==> src/rtl/cu_pkg.sv <==
// cu_pkg: opcodes, ALU codes, state/step encoding and control bundle for control_unit.
// Rev 1.0
`default_nettype none
package cu_pkg;
  localparam logic [4:0] OP_LD   = 5'b00000;
  localparam logic [4:0] OP_LDI  = 5'b00001;
  localparam logic [4:0] OP_ST   = 5'b00010;
  localparam logic [4:0] OP_ADD  = 5'b00011;
  localparam logic [4:0] OP_SUB  = 5'b00100;
  localparam logic [4:0] OP_AND  = 5'b00101;
  localparam logic [4:0] OP_OR   = 5'b00110;
  localparam logic [4:0] OP_ADDI = 5'b01100;
  localparam logic [4:0] OP_ANDI = 5'b01101;
  localparam logic [4:0] OP_ORI  = 5'b01110;
  localparam logic [4:0] OP_NOP  = 5'b11010;
  localparam logic [4:0] OP_HALT = 5'b11011;

  localparam logic [4:0] ALU_ADD = 5'b00011;
  localparam logic [4:0] ALU_AND = 5'b00101;
  localparam logic [4:0] ALU_OR  = 5'b00110;

  localparam logic [3:0] STEP_WAIT = 4'd8;
  localparam logic [3:0] STEP_IDLE = 4'd14;
  localparam logic [3:0] STEP_HALT = 4'd15;

  // State codes double as the externally visible step index.
  typedef enum logic [3:0] {
    S_T0 = 4'd0, S_T1 = 4'd1, S_T2 = 4'd2, S_T3 = 4'd3,
    S_T4 = 4'd4, S_T5 = 4'd5, S_T6 = 4'd6, S_T7 = 4'd7,
    S_WAIT = STEP_WAIT, S_IDLE = STEP_IDLE, S_HALT = STEP_HALT
  } state_t;

  typedef enum logic [2:0] {
    CL_LD, CL_LDI, CL_ST, CL_ALU_R, CL_ALU_I, CL_NOP, CL_HALT, CL_ILL
  } iclass_t;

  typedef enum logic [1:0] {RET_T2, RET_T7, RET_END} ret_t;

  typedef struct packed {
    logic pc_out;
    logic mar_in;
    logic inc_pc;
    logic pc_in;
    logic z_in;
    logic zlow_out;
    logic mdr_in;
    logic mdr_out;
    logic ir_in;
    logic y_in;
    logic c_out;
    logic ba_out;
    logic gra;
    logic grb;
    logic grc;
    logic r_in;
    logic r_out;
    logic ram_read;
    logic ram_write;
    logic md_read;
  } ctrl_t;
endpackage
`default_nettype wire

==> src/rtl/cu_decode.sv <==
// cu_decode: combinational opcode -> instruction class and ALU operation.
// Rev 1.0
`default_nettype none
module cu_decode
  import cu_pkg::*;
(
  input  logic [4:0] opcode_i,
  output iclass_t    class_o,
  output logic [4:0] alu_op_o
);
  always_comb begin
    class_o  = CL_ILL;
    alu_op_o = ALU_ADD;
    case (opcode_i)
      OP_LD:   class_o = CL_LD;
      OP_LDI:  class_o = CL_LDI;
      OP_ST:   class_o = CL_ST;
      OP_ADD, OP_SUB, OP_AND, OP_OR: begin
        class_o  = CL_ALU_R;
        alu_op_o = opcode_i;
      end
      OP_ADDI: class_o = CL_ALU_I;
      OP_ANDI: begin
        class_o  = CL_ALU_I;
        alu_op_o = ALU_AND;
      end
      OP_ORI: begin
        class_o  = CL_ALU_I;
        alu_op_o = ALU_OR;
      end
      OP_NOP:  class_o = CL_NOP;
      OP_HALT: class_o = CL_HALT;
      default: class_o = CL_ILL;
    endcase
  end
endmodule
`default_nettype wire

==> src/rtl/control_unit.sv <==
// control_unit: hardwired fetch/execute sequencer for the single-bus DataPath.
// Rev 1.0
`default_nettype none
module control_unit
  import cu_pkg::*;
#(
  parameter int          MEM_LAT  = 1,
  parameter logic [31:0] PC_RESET = 32'h0
) (
  input  logic        clock,
  input  logic        clear,
  input  logic        run,
  input  logic [31:0] instruction,
  output logic        PCout,
  output logic        MARin,
  output logic        IncPC,
  output logic        PCin,
  output logic        Zin,
  output logic        Zlowout,
  output logic        MDRin,
  output logic        MDRout,
  output logic        IRin,
  output logic        Yin,
  output logic        Cout,
  output logic        BAout,
  output logic        Gra,
  output logic        Grb,
  output logic        Grc,
  output logic        Rin,
  output logic        Rout,
  output logic        ram_read,
  output logic        ram_write,
  output logic        MD_read,
  output logic [4:0]  alu_op,
  output logic        running,
  output logic        halted,
  output logic        illegal,
  output logic [3:0]  step
);
  localparam logic       HAS_WAIT    = (MEM_LAT > 1);
  localparam logic [2:0] WAIT_CYCLES = 3'(MEM_LAT - 1);

  state_t     state_q, state_d, w_end;
  ret_t       ret_q, ret_d;
  logic [2:0] cnt_q, cnt_d;
  logic       wr_q, wr_d, halted_q, halted_d, illegal_q, illegal_d;
  iclass_t    w_cls;
  logic [4:0] w_alu;
  ctrl_t      w_ctrl;
  logic       w_unused_bits;

  assign w_unused_bits = ^{instruction[26:0], PC_RESET};

  cu_decode u_decode (
    .opcode_i (instruction[31:27]),
    .class_o  (w_cls),
    .alu_op_o (w_alu)
  );

  always_comb begin
    w_end     = run ? S_T0 : S_IDLE;
    state_d   = state_q;
    ret_d     = ret_q;
    cnt_d     = cnt_q;
    wr_d      = wr_q;
    halted_d  = halted_q;
    illegal_d = illegal_q;
    case (state_q)
      S_IDLE: if (run) state_d = S_T0;
      S_T0:   state_d = S_T1;
      S_T1: begin
        if (HAS_WAIT) begin
          state_d = S_WAIT; cnt_d = WAIT_CYCLES; ret_d = RET_T2; wr_d = 1'b0;
        end else state_d = S_T2;
      end
      S_T2:   state_d = S_T3;
      S_T3: begin
        case (w_cls)
          CL_NOP:  state_d = w_end;
          CL_HALT: begin state_d = S_HALT; halted_d = 1'b1; end
          CL_ILL:  begin state_d = S_HALT; illegal_d = 1'b1; end
          default: state_d = S_T4;
        endcase
      end
      S_T4:   state_d = S_T5;
      S_T5:   state_d = (w_cls == CL_LD || w_cls == CL_ST) ? S_T6 : w_end;
      S_T6: begin
        if (w_cls == CL_LD && HAS_WAIT) begin
          state_d = S_WAIT; cnt_d = WAIT_CYCLES; ret_d = RET_T7; wr_d = 1'b0;
        end else state_d = S_T7;
      end
      S_T7: begin
        if (w_cls == CL_ST && HAS_WAIT) begin
          state_d = S_WAIT; cnt_d = WAIT_CYCLES; ret_d = RET_END; wr_d = 1'b1;
        end else state_d = w_end;
      end
      S_WAIT: begin
        if (cnt_q == 3'd1) begin
          case (ret_q)
            RET_T2:  state_d = S_T2;
            RET_T7:  state_d = S_T7;
            default: state_d = w_end;
          endcase
        end else cnt_d = cnt_q - 3'd1;
      end
      S_HALT: state_d = S_HALT;
      default: state_d = S_IDLE;
    endcase
  end

  always_ff @(posedge clock or negedge clear) begin
    if (!clear) begin
      state_q   <= S_IDLE;
      ret_q     <= RET_T2;
      cnt_q     <= 3'd0;
      wr_q      <= 1'b0;
      halted_q  <= 1'b0;
      illegal_q <= 1'b0;
    end else begin
      state_q   <= state_d;
      ret_q     <= ret_d;
      cnt_q     <= cnt_d;
      wr_q      <= wr_d;
      halted_q  <= halted_d;
      illegal_q <= illegal_d;
    end
  end

  // Execute steps read IR directly; it is stable from T3 until the next T2.
  always_comb begin
    w_ctrl = '0;
    alu_op = ALU_ADD;
    case (state_q)
      S_T0: begin
        w_ctrl.pc_out = 1'b1; w_ctrl.mar_in = 1'b1; w_ctrl.inc_pc = 1'b1; w_ctrl.z_in = 1'b1;
      end
      S_T1: begin
        w_ctrl.zlow_out = 1'b1; w_ctrl.pc_in = 1'b1;
        w_ctrl.ram_read = 1'b1; w_ctrl.md_read = 1'b1; w_ctrl.mdr_in = 1'b1;
      end
      S_WAIT: begin
        if (wr_q) w_ctrl.ram_write = 1'b1;
        else begin
          w_ctrl.ram_read = 1'b1; w_ctrl.md_read = 1'b1; w_ctrl.mdr_in = 1'b1;
        end
      end
      S_T2: begin w_ctrl.mdr_out = 1'b1; w_ctrl.ir_in = 1'b1; end
      S_T3: begin
        if (w_cls == CL_LD || w_cls == CL_LDI || w_cls == CL_ST) begin
          w_ctrl.grb = 1'b1; w_ctrl.ba_out = 1'b1; w_ctrl.y_in = 1'b1;
        end else if (w_cls == CL_ALU_R || w_cls == CL_ALU_I) begin
          w_ctrl.grb = 1'b1; w_ctrl.r_out = 1'b1; w_ctrl.y_in = 1'b1;
        end
      end
      S_T4: begin
        w_ctrl.z_in = 1'b1;
        if (w_cls == CL_ALU_R) begin w_ctrl.grc = 1'b1; w_ctrl.r_out = 1'b1; end
        else w_ctrl.c_out = 1'b1;
        if (w_cls == CL_ALU_R || w_cls == CL_ALU_I) alu_op = w_alu;
      end
      S_T5: begin
        w_ctrl.zlow_out = 1'b1;
        if (w_cls == CL_LD || w_cls == CL_ST) w_ctrl.mar_in = 1'b1;
        else begin w_ctrl.gra = 1'b1; w_ctrl.r_in = 1'b1; end
      end
      S_T6: begin
        w_ctrl.mdr_in = 1'b1;
        if (w_cls == CL_ST) begin w_ctrl.gra = 1'b1; w_ctrl.r_out = 1'b1; end
        else begin w_ctrl.ram_read = 1'b1; w_ctrl.md_read = 1'b1; end
      end
      S_T7: begin
        if (w_cls == CL_ST) w_ctrl.ram_write = 1'b1;
        else begin w_ctrl.mdr_out = 1'b1; w_ctrl.gra = 1'b1; w_ctrl.r_in = 1'b1; end
      end
      default: w_ctrl = '0;
    endcase
  end

  assign PCout     = w_ctrl.pc_out;
  assign MARin     = w_ctrl.mar_in;
  assign IncPC     = w_ctrl.inc_pc;
  assign PCin      = w_ctrl.pc_in;
  assign Zin       = w_ctrl.z_in;
  assign Zlowout   = w_ctrl.zlow_out;
  assign MDRin     = w_ctrl.mdr_in;
  assign MDRout    = w_ctrl.mdr_out;
  assign IRin      = w_ctrl.ir_in;
  assign Yin       = w_ctrl.y_in;
  assign Cout      = w_ctrl.c_out;
  assign BAout     = w_ctrl.ba_out;
  assign Gra       = w_ctrl.gra;
  assign Grb       = w_ctrl.grb;
  assign Grc       = w_ctrl.grc;
  assign Rin       = w_ctrl.r_in;
  assign Rout      = w_ctrl.r_out;
  assign ram_read  = w_ctrl.ram_read;
  assign ram_write = w_ctrl.ram_write;
  assign MD_read   = w_ctrl.md_read;
  assign running   = (state_q != S_IDLE) && (state_q != S_HALT);
  assign halted    = halted_q;
  assign illegal   = illegal_q;
  assign step      = state_q;
endmodule
`default_nettype wire

==> config.mk <==
export PLATFORM = sky130hd
export DESIGN_NAME = control_unit
export DESIGN_NICKNAME = d
export VERILOG_FILES = /design/src/rtl/cu_pkg.sv /design/src/rtl/cu_decode.sv /design/src/rtl/control_unit.sv
export SDC_FILE = /design/constraint.sdc
export NUM_CORES = 1
export LEC_CHECK = 0
export ABC_AREA = 0
export CAP_MARGIN = 20
export CORE_MARGIN = 8
export CORE_UTILIZATION = 32
export DETAILED_ROUTE_END_ITERATION = 6
export GPL_TIMING_DRIVEN = 0
export PLACE_DENSITY = 0.77
export SLEW_MARGIN = 10
export SYNTH_ARGS = -nofsm -noshare
export SYNTH_HDL_FRONTEND = slang
export SYNTH_SLANG_ARGS = --single-unit
==> constraint.sdc <==
create_clock -name clock -period 2.3 [get_ports clock]
set_input_delay 0.46 -clock clock [delete_from_list [all_inputs] [get_ports clock]]
set_output_delay 0.46 -clock clock [all_outputs]
set_load 0.01 [all_outputs]
**Met3 routing**

Drawn at 6 px/um. Cells faint in the background.
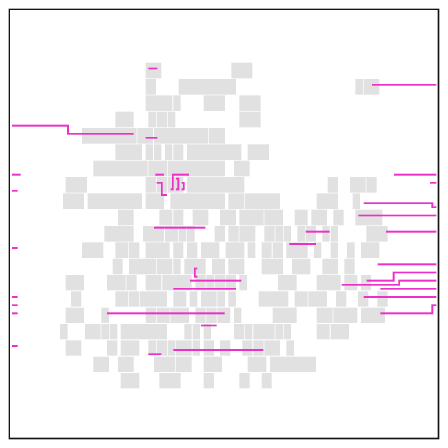
The layer holds 7.6% of the routed length. The wires run mostly horizontal. The longest straight run is 19.3 um. 35 nets have wire on it.

**Signal metal coverage by tile**

Drawn at 4 px/um. 14 x 14 tiles, from dark purple (low) to yellow (high), scaled to the fullest tile. Values are wire area over tile area, all layers added.
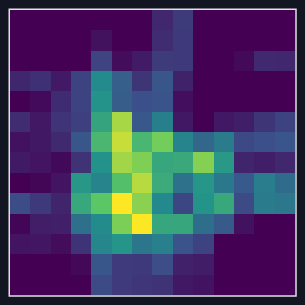
33% of the tiles are nearly empty. The densest ninth of the die: center. The fullest tile reaches 0.48. 15% of the tiles are over half the peak. The mean over all tiles is 0.099.
drt wl/cell: 14.5 um
vias post-DR: 1157
GRT Overall Usage: 11.8%

**Clock routing**

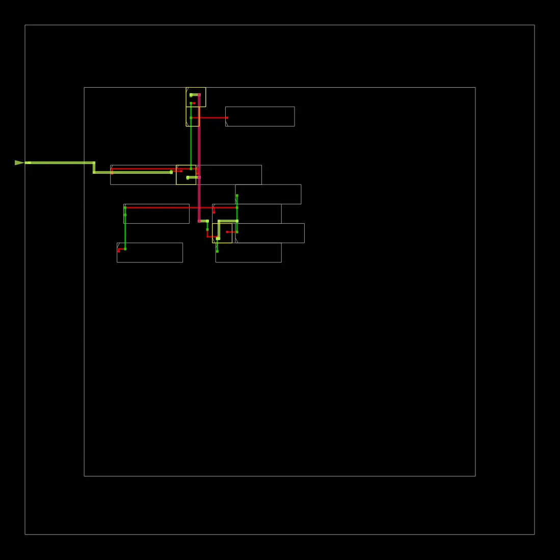
Flop Count: 9
Num CTS Buffers: 3
# clock sinks: 9
Worst-Skew Late Latency: 0.26 ns
P_clk: 0.000122 W

==> flow_metrics.py <==
# Generated from Yosys and OpenROAD reports
metrics = {
    "sta": {
        "fmaxAchievable_ghz": 0.387,
        "grt_setup_unrepaired": "true",
        "setup_viol": 4,
        "maxSlewViolCount": 0,
        "worst_slack_ns": -0.283,
        "hold_viol_final": 0,
    },
    "floorplanning": {
        "die-area_sq_um": 5080,
        "ios": 67,
    },
    "clock_network": {
        "cts_tree": "yes",
        "h-tree-depth": 1,
        "clk_pin_slew_worst_paths_ns": 0.07,
        "cts_root_buf": "clkbuf_4",
    },
    "placed_design": {
        "dp_hpwl_um": 2250,
        "place_congestion": 0.786,
    },
    "global_routing": {
        "grt_antenna_before_repair": 0,
        "grt_pass1_wl_um": 5040,
    },
    "worst_hold_path": {
        "hold_path_depth": 1,
        "min_path_type": "register to register",
    },
    "synthesis": {
        "ys_ff": 9,
        "synthTopCellsByArea": "dfrtp_1 (15%), dfstp_2 (8.1%), nor2_1 (6.5%)",
        "largest_area_cell": "dfrtp_1",
        "synth_top_flop_cell": "dfrtp_1",
        "synthCells": 139,
        "synthesis.area_sq_um": 978,
        "top_area_share_pct": 15.3,
        "syn_avg_cell_area_sq_um": 7.04,
    },
    "worst_setup_path": {
        "crit_start": "step[2]",
        "r2r_start": "step[2]",
        "arrival_ns": 2.12,
        "cpMostUsedCell": "or3_4",
        "r2r_setup_slack_ns": 0.63,
        "worstRegToRegCells": 6,
        "critPathCapture": "alu_op[1]",
    },
    "power": {
        "peakVddDrop_v": 0.000505,
        "power_leakage_nw": 0.712,
    },
    "drt": {
        "wl_um": 3130,
        "drt_iter0_drc": 89,
        "detail_route.vias_per_cell": 5.36,
        "postRouteAntennaNets": 0,
    },
    "status": {
        "status": "finished with violations",
        "violations": "setup timing",
    },
    "finish": {
        "drive_gt1_share_pct": 27.9,
        "fin_nets": 221,
        "final_layout_top_logic_cells": "nor2_1 (17), buf_4 (16), clkdlybuf4s50_1 (11)",
    },
    "job": {
        "max_cap_viol_count": 0,
    },
}
**Pin map**

Drawn at 6 px/um. Pins as bars across the die edge, other pins in gray.
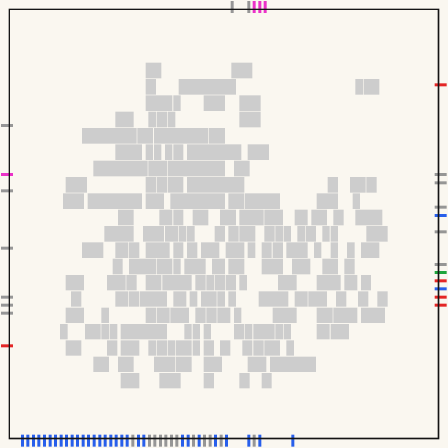
Key: green = `Grc` [pins 1, direction output, edge east]; red = `alu_op` [pins 5, direction output, edge 4 east, 1 west]; blue = `instruction` [pins 32, direction input, edge 30 south, 2 east]; magenta = `step` [pins 4, direction output, edge 3 north, 1 west]
All pins by edge: 42 south, 12 east, 8 west, 5 north.
IO buf count: 34
Die X: 71.3 um
Die Y: 71.3 um

**Placed cells, one color a class**

Drawn at 8 px/um.
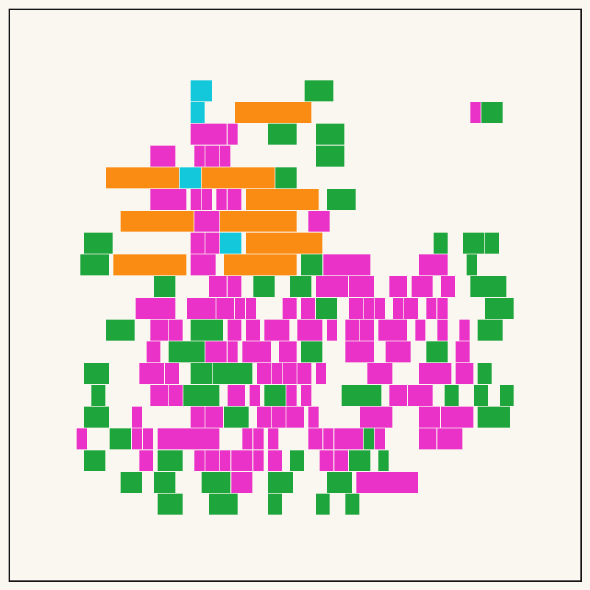
Key: green = remaining buffers and delay cells [cells 57]; orange = sequential cells [cells 9]; cyan = clock drivers and dummy loads [cells 4]; magenta = combinational and other logic [cells 113]

## cell usage after synthesis, types with 2 or more instances
library cell,number
a211o_1,2
a211oi_1,2
a21oi_1,8
buf_1,2
buf_4,5
clkbuf_1,10
dfrtp_1,6
dfstp_2,3
ha_1,2
inv_1,8
nand2_1,10
nand2b_1,3
nand3_1,3
nor2_1,17
nor3_1,10
nor4_1,4
o21ai_0,11
or3_1,2
xnor2_1,4
## logic make-up (layout without fill, tap and decap cells)
group                      count (synthesis)  after routing  synth area share [%]
xor gates and xnor gates                   5              5                  4.48
adders and majority gates                  2              2                  2.56
and+or+nand+nor                           62             62                  34.5
other                                      1              2                 0.383
DFF                                        9              9                  23.4
buffers and inverters                     26             69                  12.7
AOI/OAI and AO/OA                         34             34                  22.0
## repair_timing
action                     in CTS  in global routing
setup buffers                   5                  2
resized                        70                 20
pin swaps                       9                  7
setup endpoints to repair      24                 17
## layout make-up
| class | count | area [sq um] | area share (%) |
|---|---|---|---|
| well taps | 33 | 41.3 | 2.80 |
| multi-input cells | 105 | 683 | 46.4 |
| plain buffers | 16 | 123 | 8.33 |
| clock inverters | 1 | 5.00 | 0.340 |
| clock buffers | 3 | 22.5 | 1.53 |
| flip-flops and latches | 9 | 229 | 15.5 |
| inverters | 8 | 30.0 | 2.04 |
| repair buffers | 41 | 339 | 23.0 |
## where the power goes
part / leakage [nW] / total [W] / internal, W / switching (W)
combinational: 0.590 / 0.00120 / 0.000578 / 0.000617
sequential: 0.104 / 0.000331 / 0.000255 / 0.0000760
clock: 0.0177 / 0.000122 / 0.0000642 / 0.0000582
total: 0.712 / 0.00165 / 0.000897 / 0.000752
## worst min path at each step
stage,startpoint,endpoint,slack [ns]
after global routing,cnt_q[2],cnt_q[2],0.48
after CTS,cnt_q[2],cnt_q[2],0.47
after floorplan,clear,cnt_q[0],0.16
final,cnt_q[2],cnt_q[2],0.47
after global placement,cnt_q[2],cnt_q[2],0.46
after detailed placement,cnt_q[2],cnt_q[2],0.46
## state kept, by name (all words and copies together), names as in the netlist
name	count
step	4
cnt_q	3
halted	1
illegal	1
## through the flow
stage | hold WS [ns] | worst slack (ns) | std cells | utilization [%] | TNS (ns)
6_report | 0.467 | -0.283 | 216 | 49.5 | -0.912
5_1_grt | 0.476 | -0.321 | 216 | 49.5 | -1.19
4_1_cts | 0.470 | -0.375 | 216 | 49.4 | -1.54
3_5_place_dp | 0.460 | -0.806 | 207 | 46.0 | -9.54
3_3_place_gp | 0.457 | -0.758 | 207 | 46.0 | -9.07
2_1_floorplan | 0.164 | 0.00543 | 140 | - | 0
## routing by layer
metal	GRT usage, %	vias to the layer above	part of all wire [%]
li1	-	572	-
met4	1.85	0	0.54
met2	20.7	54	48
met5	0	-	0
met1	14.5	528	44
met3	2.79	3	7.6
Power and IR drop assume default switching activity.
